File: src/rtl/conf_int_add_arbiter_if.sv
// Request/response bundle between the accelerator requesters, the arbiter and the result consumer.
// The requesters and consumer connect to the master modport; the arbiter connects to the slave modport.
interface conf_int_add_arbiter_if #(
  parameter int W = 32
);
  // valid/ready: a transfer completes on a rising clock edge where both are high; the
  // source raises valid and holds it, with its payload stable, until that edge.
  logic         req0_valid;
  logic         req0_ready;
  logic [W-1:0] req0_a;
  logic [W-1:0] req0_b;
  logic         req1_valid;
  logic         req1_ready;
  logic [W-1:0] req1_a;
  logic [W-1:0] req1_b;
  logic         rsp_valid;
  logic         rsp_ready;
  logic         rsp_id;
  logic [W-1:0] rsp_d;

  modport slave (
    input  req0_valid, req0_a, req0_b,
    output req0_ready,
    input  req1_valid, req1_a, req1_b,
    output req1_ready,
    output rsp_valid, rsp_id, rsp_d,
    input  rsp_ready
  );

  modport master (
    output req0_valid, req0_a, req0_b,
    input  req0_ready,
    output req1_valid, req1_a, req1_b,
    input  req1_ready,
    input  rsp_valid, rsp_id, rsp_d,
    output rsp_ready
  );
endinterface

File: src/rtl/conf_int_add_arbiter.sv
// Round-robin arbiter for two requesters sharing one combinational adder. It applies
// per-requester precision by masking operand and result LSBs, and returns results with their owner id.
module conf_int_add_arbiter #(
  parameter int DATA_PATH_BITWIDTH = 32,
  parameter int PREC_W             = 6
) (
  input  logic                          clk,
  input  logic                          rst,
  conf_int_add_arbiter_if.slave         bus,
  input  logic                          cfg_we,
  input  logic                          cfg_id,
  input  logic [PREC_W-1:0]             cfg_prec,
  output logic [DATA_PATH_BITWIDTH-1:0] add_a,
  output logic [DATA_PATH_BITWIDTH-1:0] add_b,
  input  logic [DATA_PATH_BITWIDTH-1:0] add_d,
  output logic                          busy,
  output logic [1:0]                    dbg_state
);
  localparam int W = DATA_PATH_BITWIDTH;
  localparam logic [PREC_W-1:0] PREC_MAX = PREC_W'(W);

  typedef enum logic [1:0] {
    IDLE = 2'd0,
    EXEC = 2'd1,
    RESP = 2'd2
  } state_t;

  state_t            state_q, state_d;
  logic              last_gnt_q;
  logic              owner_q;
  logic              rsp_id_q;
  logic [W-1:0]      mask_q;
  logic [W-1:0]      rsp_d_q;
  logic [PREC_W-1:0] prec0_q, prec1_q;

  logic              gnt;
  logic              gnt_id;
  logic [W-1:0]      gnt_a, gnt_b, gnt_mask;

  function automatic logic [PREC_W-1:0] clamp_prec(input logic [PREC_W-1:0] p);
    if (p == '0) return PREC_W'(1);
    if (p > PREC_MAX) return PREC_MAX;
    return p;
  endfunction

  // Keep the top p bits: shifting ones left by (W - p) clears the dropped LSBs.
  function automatic logic [W-1:0] prec_mask(input logic [PREC_W-1:0] p);
    logic [PREC_W-1:0] drop;
    drop = PREC_MAX - p;
    return {W{1'b1}} << drop;
  endfunction

  // Winner selection: on a tie, the requester that did not win last time goes next.
  always_comb begin
    gnt_id = 1'b0;
    if (bus.req0_valid && bus.req1_valid) begin
      gnt_id = ~last_gnt_q;
    end else if (bus.req1_valid) begin
      gnt_id = 1'b1;
    end
    gnt      = (state_q == IDLE) && !rst && (bus.req0_valid || bus.req1_valid);
    gnt_a    = gnt_id ? bus.req1_a : bus.req0_a;
    gnt_b    = gnt_id ? bus.req1_b : bus.req0_b;
    gnt_mask = prec_mask(gnt_id ? prec1_q : prec0_q);
  end

  always_comb begin
    state_d = state_q;
    unique case (state_q)
      IDLE:    if (gnt) state_d = EXEC;
      EXEC:    state_d = RESP;
      RESP:    if (bus.rsp_ready) state_d = IDLE;
      default: state_d = IDLE;
    endcase
  end

  always_ff @(posedge clk) begin
    if (rst) begin
      state_q    <= IDLE;
      last_gnt_q <= 1'b1;
      owner_q    <= 1'b0;
      mask_q     <= '1;
      rsp_d_q    <= '0;
      rsp_id_q   <= 1'b0;
      add_a      <= '0;
      add_b      <= '0;
      prec0_q    <= PREC_MAX;
      prec1_q    <= PREC_MAX;
    end else begin
      state_q <= state_d;
      // A write in a grant cycle lands after the grant has already used the old value.
      if (cfg_we) begin
        if (cfg_id) prec1_q <= clamp_prec(cfg_prec);
        else        prec0_q <= clamp_prec(cfg_prec);
      end
      if (gnt) begin
        add_a      <= gnt_a & gnt_mask;
        add_b      <= gnt_b & gnt_mask;
        owner_q    <= gnt_id;
        mask_q     <= gnt_mask;
        last_gnt_q <= gnt_id;
      end
      if (state_q == EXEC) begin
        rsp_d_q  <= add_d & mask_q;
        rsp_id_q <= owner_q;
      end
    end
  end

  assign bus.req0_ready = gnt && !gnt_id;
  assign bus.req1_ready = gnt && gnt_id;
  assign bus.rsp_valid  = (state_q == RESP);
  assign bus.rsp_d      = rsp_d_q;
  assign bus.rsp_id     = rsp_id_q;
  assign busy           = (state_q != IDLE);
  assign dbg_state      = state_q;
endmodule

File: src/flat_wrapper.sv
// flat-port wrapper written by rule: the top's interface ports become plain ports
module conf_int_add_arbiter_flat 
#(
  parameter int DATA_PATH_BITWIDTH = 32,
  parameter int PREC_W             = 6
)
  (clk, rst, cfg_we, cfg_id, cfg_prec, add_a, add_b, add_d, busy, dbg_state, bus_req0_valid, bus_req0_a, bus_req0_b, bus_req0_ready, bus_req1_valid, bus_req1_a, bus_req1_b, bus_req1_ready, bus_rsp_valid, bus_rsp_id, bus_rsp_d, bus_rsp_ready);
  conf_int_add_arbiter_if #(.W((32))) bus_i ();
  input  logic clk;
  input  logic rst;
  input  logic cfg_we;
  input  logic cfg_id;
  input  logic [PREC_W-1:0] cfg_prec;
  output logic [DATA_PATH_BITWIDTH-1:0] add_a;
  output logic [DATA_PATH_BITWIDTH-1:0] add_b;
  input  logic [DATA_PATH_BITWIDTH-1:0] add_d;
  output logic busy;
  output logic [1:0] dbg_state;
  input wire logic [$bits(bus_i.req0_valid)-1:0] bus_req0_valid;
  input wire logic [$bits(bus_i.req0_a)-1:0] bus_req0_a;
  input wire logic [$bits(bus_i.req0_b)-1:0] bus_req0_b;
  output wire logic [$bits(bus_i.req0_ready)-1:0] bus_req0_ready;
  input wire logic [$bits(bus_i.req1_valid)-1:0] bus_req1_valid;
  input wire logic [$bits(bus_i.req1_a)-1:0] bus_req1_a;
  input wire logic [$bits(bus_i.req1_b)-1:0] bus_req1_b;
  output wire logic [$bits(bus_i.req1_ready)-1:0] bus_req1_ready;
  output wire logic [$bits(bus_i.rsp_valid)-1:0] bus_rsp_valid;
  output wire logic [$bits(bus_i.rsp_id)-1:0] bus_rsp_id;
  output wire logic [$bits(bus_i.rsp_d)-1:0] bus_rsp_d;
  input wire logic [$bits(bus_i.rsp_ready)-1:0] bus_rsp_ready;
  assign bus_i.req0_valid = bus_req0_valid;
  assign bus_i.req0_a = bus_req0_a;
  assign bus_i.req0_b = bus_req0_b;
  assign bus_req0_ready = bus_i.req0_ready;
  assign bus_i.req1_valid = bus_req1_valid;
  assign bus_i.req1_a = bus_req1_a;
  assign bus_i.req1_b = bus_req1_b;
  assign bus_req1_ready = bus_i.req1_ready;
  assign bus_rsp_valid = bus_i.rsp_valid;
  assign bus_rsp_id = bus_i.rsp_id;
  assign bus_rsp_d = bus_i.rsp_d;
  assign bus_i.rsp_ready = bus_rsp_ready;
  conf_int_add_arbiter #(.DATA_PATH_BITWIDTH(DATA_PATH_BITWIDTH), .PREC_W(PREC_W)) u_core (.clk(clk), .rst(rst), .bus(bus_i), .cfg_we(cfg_we), .cfg_id(cfg_id), .cfg_prec(cfg_prec), .add_a(add_a), .add_b(add_b), .add_d(add_d), .busy(busy), .dbg_state(dbg_state));
endmodule
File: config.mk
export PLATFORM = sky130hd
export DESIGN_NAME = conf_int_add_arbiter_flat
export DESIGN_NICKNAME = d
export VERILOG_FILES = /design/src/rtl/conf_int_add_arbiter_if.sv /design/src/rtl/conf_int_add_arbiter.sv /design/src/flat_wrapper.sv
export SDC_FILE = /design/constraint.sdc
export NUM_CORES = 1
export LEC_CHECK = 0
export CAP_MARGIN = 25
export CORE_MARGIN = 8
export CORE_UTILIZATION = 50
export DETAILED_ROUTE_END_ITERATION = 16
export DONT_BUFFER_PORTS = 1
export GPL_ROUTABILITY_DRIVEN = 1
export GPL_TIMING_DRIVEN = 1
export PLACE_DENSITY_LB_ADDON = 0.25
export SETUP_SLACK_MARGIN = 0.3
export SLEW_MARGIN = 20
export SYNTH_ARGS = -nofsm -noshare
export SYNTH_HDL_FRONTEND = slang
export SYNTH_SLANG_ARGS = --single-unit
File: constraint.sdc
create_clock -name clk -period 8.68 [get_ports clk]
set_input_delay 1.736 -clock clk [delete_from_list [all_inputs] [get_ports clk]]
set_output_delay 1.736 -clock clk [all_outputs]
set_load 0.01 [all_outputs]
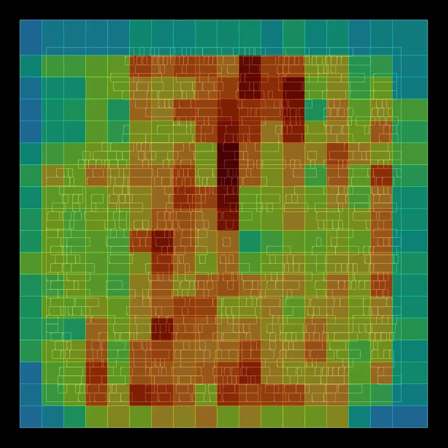
Fig. 1. Routing congestion map (run 1).
met3 Resource Use GR: 0.0741
met1 usage: 0.288

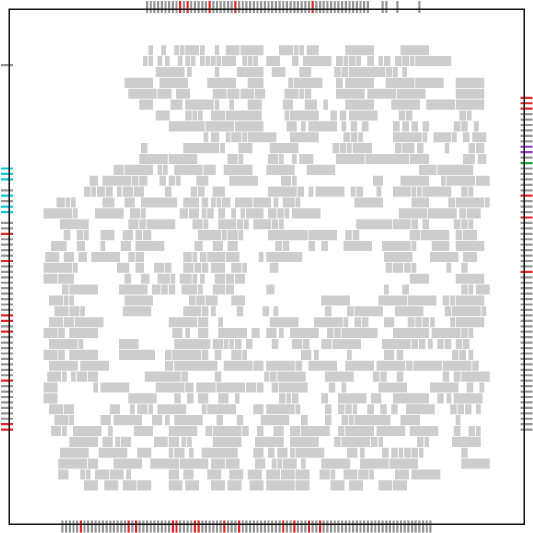
Fig. 2. Pin map (run 1).
(4 px per um) Pins as bars across the die edge, other pins in gray.
legend:
  red:
    port: add_b
    pins: 32
    direction: output
    edge: 13 bottom, 8 left, 6 right, 5 top
  cyan:
    port: cfg_prec
    pins: 6
    direction: input
    edge: left
  purple:
    port: dbg_state
    pins: 2
    direction: output
    edge: right
  green:
    port: bus_rsp_valid
    pins: 1
    direction: output
    edge: right
all pins by edge: 101 bottom, 65 top, 62 right, 48 left
Port-buffer cells: 0
Die Width: 128 um
Die H: 128 um

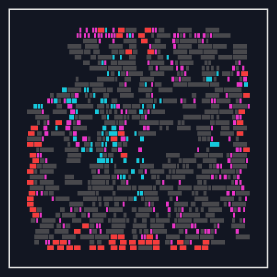
Fig. 3. Logic cells by family (run 1).
(2 px per um)
legend:
  red:
    family: multiplexers
    cells: 61
    most_used: mux2i_1
    where: all over the die
  cyan:
    family: NOR gates
    cells: 65
    most_used: nor2_1
  magenta:
    family: NAND gates
    cells: 176
    most_used: nand2_1
    where: all over the die

==> impl_metrics.toml, run 1 <==
# yosys + openroad results
[status]
outcome = "finished, final reports clean"

[setup_path]
critPathMaxFanout = 75
worst-setup-path-type = "input port to flop"
r2r-end = "u_core.add_b[30]$_SDFFE_PP0P_"

[global_routing]
grt_use_met2 = 0.380

[routing]
ant_nets = 0
wl_per_cell_um = 22.6
route.detailed.drc = 0

[sta]
rsz0062_at_grt = "no"
setup_violations = 0

[synthesis]
yosys-stat-area_sq_um = 6310
yosysUniqueCellTypes = 47
yosys-top-cells-count = "145 x dfxtp_1, 123 x nand2_1, 83 x a21oi_1"
top_logic_kind = "AND-OR/OR-AND gates"
ys_sh_xor = 0.00277
synth.mux.area_fraction = 0.0971
synthCells = 724

[final_layout]
diodes = 0
clock_buffers = 25
final_layout_size_suffix_gt1_frac = 0.0833

[die]
core_util_floorplan = 0.506
taps = 172

[flow_run]
drv_cap = 0

[placement]
dpl_worst_slack_ns = 3.33
place_inst = 846

[power]
finalPower_mw = 1.76
powerComb_mw = 0.223
power_frac_clock = 0.421
--- run 2 (diff from run 1) ---
Clock period 8.68 ns to 4.3 ns, I/O delays scaled along.
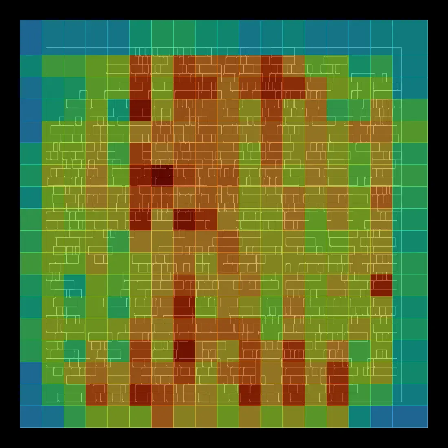
Fig. 4. Routing congestion map (run 2).
gr busiest metal: met2
fin util: 0.558
met1 usage: 0.309

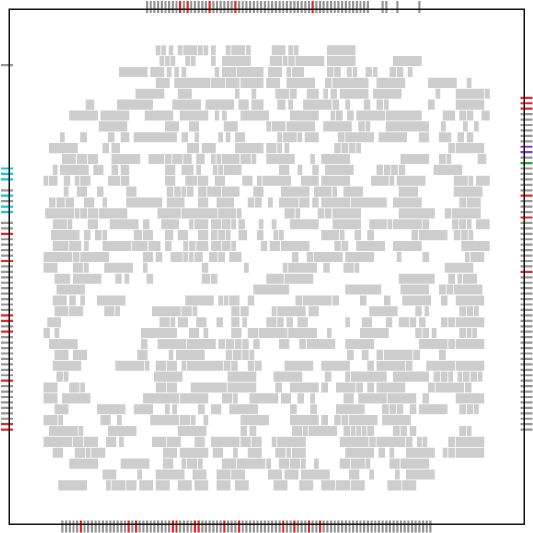
Fig. 5. Pin map (run 2).
(4 px per um) Pins as bars across the die edge, other pins in gray.
legend:
  green:
    port: bus_rsp_valid
    pins: 1
    direction: output
    edge: right
  purple:
    port: dbg_state
    pins: 2
    direction: output
    edge: right
  cyan:
    port: cfg_prec
    pins: 6
    direction: input
    edge: left
  red:
    port: add_b
    pins: 32
    direction: output
    edge: 13 bottom, 8 left, 6 right, 5 top
all pins by edge: 101 bottom, 65 top, 62 right, 48 left

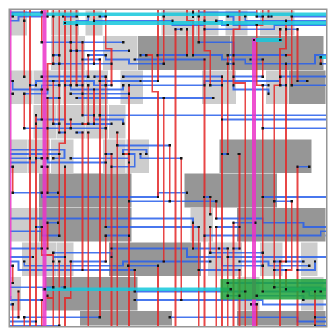
Fig. 6. Layout detail (run 2).
Region (52, 26) to (77, 51) um. Cells in gray, sequential cells in the stronger gray; small squares are vias.
legend:
  red:
    layer: met2
  green:
    layer: met5
  cyan:
    layer: met3
  blue:
    layer: met1
  magenta:
    layer: met4
sequential cells in the window: 9
netlist names of flops here include: u_core.add_a (4), u_core.mask_q (4)
cells with their middle in the window: 41
most frequent: a21oi_1 (9), dfxtp_1 (9)

==> impl_metrics.toml, run 2 <==
# yosys + openroad results
[clock_network]
clk_latency_ns = 0.42

[power]
power_frac_clock = 0.416
power_leader = "sequential cells"
finalPower_mw = 3.53
powerComb_mw = 0.452

[sta]
rsz0062_at_grt = "no"

[synthesis]
yosysUniqueCellTypes = 47
synthCells = 724
yosys-top-cells-count = "145 x dfxtp_1, 123 x nand2_1, 83 x a21oi_1"
top_logic_kind = "AND-OR/OR-AND gates"
yosys-stat-area_sq_um = 6310
ys_sh_simple = 0.179

[placement]
dpl_worst_slack_ns = 0.508
place_inst = 850
io_buffers = 0

[status]
outcome = "finished, final reports clean"

[routing]
wl_mm = 20.6
ant_nets = 0
wl_per_cell_um = 23.3
route.detailed.drc = 0

[global_routing]
grt_util_met3 = 0.0745
grt_use_met2 = 0.384

[final_layout]
comb_area_frac = 0.454
final_layout_size_suffix_gt1_frac = 0.0846
clock_buffers = 23
diodes = 0

[die]
taps = 172
chipWidth_um = 128
dieHeight_um = 128

[setup_path]
critPathMaxFanout = 20
r2r-end = "u_core.add_b[29]$_SDFFE_PP0P_"
worst-setup-path-type = "input port to flop"

[flow_run]
drv_cap = 0
